[src/rtl/mult_seq_ctrl_if.sv]
// Operand/handshake bundle for mult_seq_ctrl.
//   master : drives Start, Accum, Clear, A, B; observes Busy, Done, Result, Ovf
//   slave  : the multiply controller side
interface mult_seq_ctrl_if #(
    parameter int W     = 4,
    parameter int ACC_W = 16
);
    logic             Start;
    logic             Accum;
    logic             Clear;
    logic [W-1:0]     A;
    logic [W-1:0]     B;
    logic             Busy;
    logic             Done;
    logic [ACC_W-1:0] Result;
    logic             Ovf;

    modport master (
        output Start, Accum, Clear, A, B,
        input  Busy, Done, Result, Ovf
    );

    modport slave (
        input  Start, Accum, Clear, A, B,
        output Busy, Done, Result, Ovf
    );
endinterface

[src/rtl/mult_seq_ctrl.sv]
// Sequential shift-and-add multiply/accumulate controller.
// A W-step multiply is started from IDLE by Start; the product either
// overwrites Result or is added to it (Accum), with a sticky carry-out flag.
// Ports:
//   Clock  : rising-edge clock
//   Resetn : asynchronous active-low reset
//   bus    : slave side of mult_seq_ctrl_if
//            Start/Accum/Clear/A/B in, Busy/Done/Result/Ovf out
module mult_seq_ctrl #(
    parameter int W     = 4,
    parameter int ACC_W = 16
) (
    input  logic           Clock,
    input  logic           Resetn,
    mult_seq_ctrl_if.slave bus
);
    localparam int PW = 2 * W;
    localparam int SW = ACC_W + 1;
    localparam int CW = (W > 1) ? $clog2(W) : 1;

    typedef enum logic [1:0] {
        IDLE = 2'd0,
        RUN  = 2'd1,
        FIN  = 2'd2
    } state_t;

    state_t           state, state_nx;
    logic [PW-1:0]    ma;
    logic [W-1:0]     mb;
    logic [PW-1:0]    prod;
    logic [CW-1:0]    cnt;
    logic             acc_mode;
    logic [ACC_W-1:0] result_q;
    logic             ovf_q;
    logic             busy_q;
    logic             done_q;

    logic             accept;
    logic             clr;
    logic             step;
    logic             fin;
    logic [SW-1:0]    sum;

    always_ff @(posedge Clock or negedge Resetn) begin
        if (!Resetn) state <= IDLE;
        else         state <= state_nx;
    end

    always_comb begin
        state_nx = state;
        accept   = 1'b0;
        clr      = 1'b0;
        step     = 1'b0;
        fin      = 1'b0;
        case (state)
            IDLE: begin
                // Clear wins; a Start in the same cycle is dropped.
                if (bus.Clear) begin
                    clr = 1'b1;
                end else if (bus.Start) begin
                    accept   = 1'b1;
                    state_nx = RUN;
                end
            end
            RUN: begin
                step = 1'b1;
                if (cnt == CW'(W - 1)) state_nx = FIN;
            end
            FIN: begin
                fin      = 1'b1;
                state_nx = IDLE;
            end
            default: state_nx = IDLE;
        endcase
    end

    // One extra bit catches the accumulate carry-out.
    assign sum = {1'b0, result_q} + SW'(prod);

    always_ff @(posedge Clock or negedge Resetn) begin
        if (!Resetn) begin
            ma       <= '0;
            mb       <= '0;
            prod     <= '0;
            cnt      <= '0;
            acc_mode <= 1'b0;
            result_q <= '0;
            ovf_q    <= 1'b0;
            busy_q   <= 1'b0;
            done_q   <= 1'b0;
        end else begin
            done_q <= fin;
            if (clr) begin
                result_q <= '0;
                ovf_q    <= 1'b0;
            end
            if (accept) begin
                ma       <= PW'(bus.A);
                mb       <= bus.B;
                acc_mode <= bus.Accum;
                prod     <= '0;
                cnt      <= '0;
                busy_q   <= 1'b1;
            end
            if (step) begin
                if (mb[0]) prod <= prod + ma;
                ma  <= ma << 1;
                mb  <= mb >> 1;
                cnt <= cnt + CW'(1);
            end
            if (fin) begin
                busy_q <= 1'b0;
                if (acc_mode) begin
                    result_q <= sum[ACC_W-1:0];
                    ovf_q    <= ovf_q | sum[ACC_W];
                end else begin
                    result_q <= ACC_W'(prod);
                end
            end
        end
    end

    assign bus.Busy   = busy_q;
    assign bus.Done   = done_q;
    assign bus.Result = result_q;
    assign bus.Ovf    = ovf_q;
endmodule
[src/flat_wrapper.sv]
// flat-port wrapper written by rule: the top's interface ports become plain ports
module mult_seq_ctrl_flat 
#(
    parameter int W     = 4,
    parameter int ACC_W = 16
)
  (Clock, Resetn, bus_Start, bus_Accum, bus_Clear, bus_A, bus_B, bus_Busy, bus_Done, bus_Result, bus_Ovf);
  mult_seq_ctrl_if #(.W(W), .ACC_W(ACC_W)) bus_i ();
  input  logic Clock;
  input  logic Resetn;
  input wire logic [$bits(bus_i.Start)-1:0] bus_Start;
  input wire logic [$bits(bus_i.Accum)-1:0] bus_Accum;
  input wire logic [$bits(bus_i.Clear)-1:0] bus_Clear;
  input wire logic [$bits(bus_i.A)-1:0] bus_A;
  input wire logic [$bits(bus_i.B)-1:0] bus_B;
  output wire logic [$bits(bus_i.Busy)-1:0] bus_Busy;
  output wire logic [$bits(bus_i.Done)-1:0] bus_Done;
  output wire logic [$bits(bus_i.Result)-1:0] bus_Result;
  output wire logic [$bits(bus_i.Ovf)-1:0] bus_Ovf;
  assign bus_i.Start = bus_Start;
  assign bus_i.Accum = bus_Accum;
  assign bus_i.Clear = bus_Clear;
  assign bus_i.A = bus_A;
  assign bus_i.B = bus_B;
  assign bus_Busy = bus_i.Busy;
  assign bus_Done = bus_i.Done;
  assign bus_Result = bus_i.Result;
  assign bus_Ovf = bus_i.Ovf;
  mult_seq_ctrl #(.W(W), .ACC_W(ACC_W)) u_core (.Clock(Clock), .Resetn(Resetn), .bus(bus_i));
endmodule
[config.mk]
export PLATFORM = sky130hd
export DESIGN_NAME = mult_seq_ctrl_flat
export DESIGN_NICKNAME = d
export VERILOG_FILES = /design/src/rtl/mult_seq_ctrl_if.sv /design/src/rtl/mult_seq_ctrl.sv /design/src/flat_wrapper.sv
export SDC_FILE = /design/constraint.sdc
export NUM_CORES = 1
export LEC_CHECK = 0
export CORE_ASPECT_RATIO = 1.75
export CORE_MARGIN = 3
export CORE_UTILIZATION = 50
export DETAILED_ROUTE_END_ITERATION = 7
export PLACE_DENSITY = 0.72
export SYNTH_ARGS = -nofsm -noshare
export SYNTH_HDL_FRONTEND = slang
export SYNTH_SLANG_ARGS = --single-unit
[constraint.sdc]
create_clock -name Clock -period 2.83 [get_ports Clock]
set_input_delay 0.4245 -clock Clock [delete_from_list [all_inputs] [get_ports Clock]]
set_output_delay 0.4245 -clock Clock [all_outputs]
set_load 0.005 [all_outputs]
==> images/layer_met1.png <==
Bar = 20 µm. Cells faint in the background.
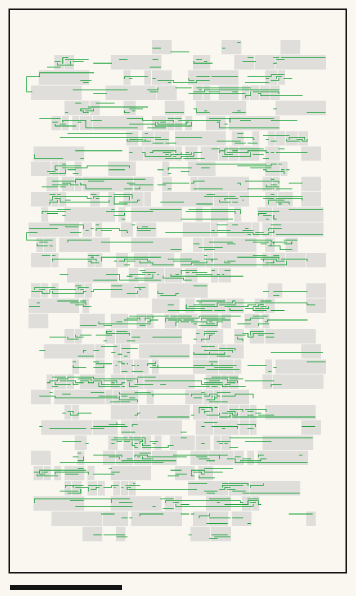
297 nets have wire on it. The layer carries 2130 µm of wire.
total vias in the final route: 2103
global routing met1 resource utilization: 21.83%
Routed WL: 5.290 mm

==> images/layer_met2.png <==
Bar = 20 µm. Cells faint in the background.
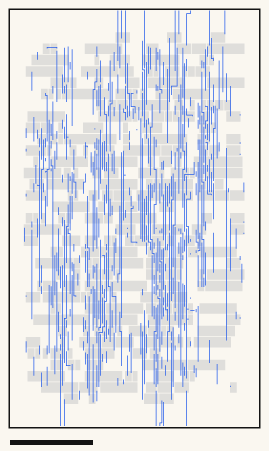
The layer carries 2920 µm of wire. 280 nets have wire on it. The longest straight run is 46.2 µm. The layer holds 55% of the routed length. The wires run mostly vertical.
met2 track demand over resource in global routing: 37.17%

==> images/layer_met3.png <==
Bar = 20 µm. Cells faint in the background.
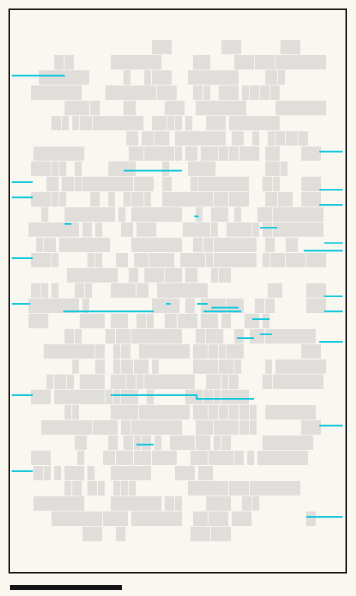
The layer carries 150 µm of wire. The longest straight run is 15.9 µm. 26 nets have wire on it.

==> images/io_placement.png <==
Bar = 20 µm. Pins as bars across the die edge, other pins in gray.
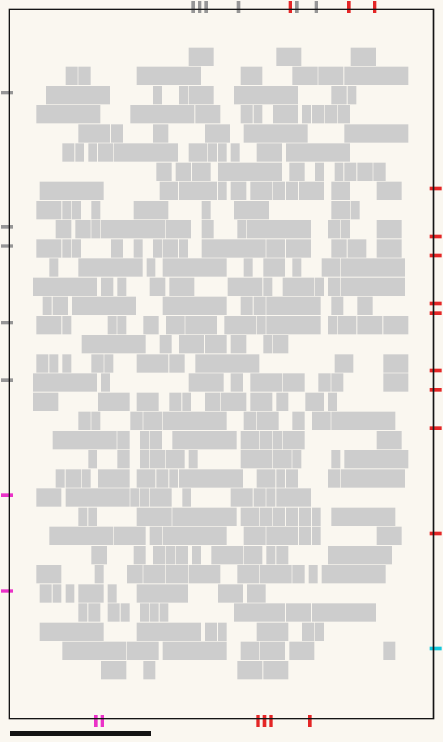
Key: cyan = Resetn [pins 1, direction input, edge right]; magenta = bus_A [pins 4, direction input, edge 2 left, 2 bottom]; red = bus_Result [pins 16, direction output, edge 9 right, 4 bottom, 3 top]
All pins by edge: 10 right, 9 top, 7 left, 6 bottom.

==> notes.md <==
The following summarizes the physical implementation.

Outcome
The flow ran to the end, and the final reports show no timing, DRC or antenna violations.

Critical path
The launch point of the critical path is u_core.prod[0]$_DFF_PN0_. Per the post-run analysis, buffers plus inverters along the critical path come to 0. The startpoint identified for the worst register-to-register timing path is u_core.prod[0]$_DFF_PN0_.

Detailed routing
The uppermost signal routing layer after detailed routing is met4. The number of DRC markers in iteration 0 is 51.

Clocking
The longest clock path from root to sink contains 2 buffers. After clock tree synthesis, the repair step resized 0 gates. The clock sink count is 44.

The clock-pin slew reported for the worst setup and hold paths after clock tree synthesis is 80 ps. The level count of the clock H-tree is 2.

Final layout
Non-clock buffers in the final layout number 33. The library cell used most frequently in the layout, excluding fill and tap cells, is sky130_fd_sc_hd__nand2_1. The total number of nets in the final design is 341.

Synth
Of the total synthesized cell area, the portion taken by AND, OR, NAND and NOR gates is 18.84%. The AND-OR/OR-AND share of the synthesized area is 20.66%. Yosys attributes the largest share of cell area to sky130_fd_sc_hd__dfrtp_1 43%, sky130_fd_sc_hd__ha_1 7.9%, sky130_fd_sc_hd__nand2_1 7.5%. The mux cell area share after synthesis is 1.963%. After synthesis, the largest family of logic cells by area is AND-OR/OR-AND gates.

Power and ir drop
Of the total power, combinational logic draws 46.3%.

Timing
The final count of negative-setup-slack endpoints is 0. The final number of hold-violating endpoints is 0.
Power and IR drop assume default switching activity.
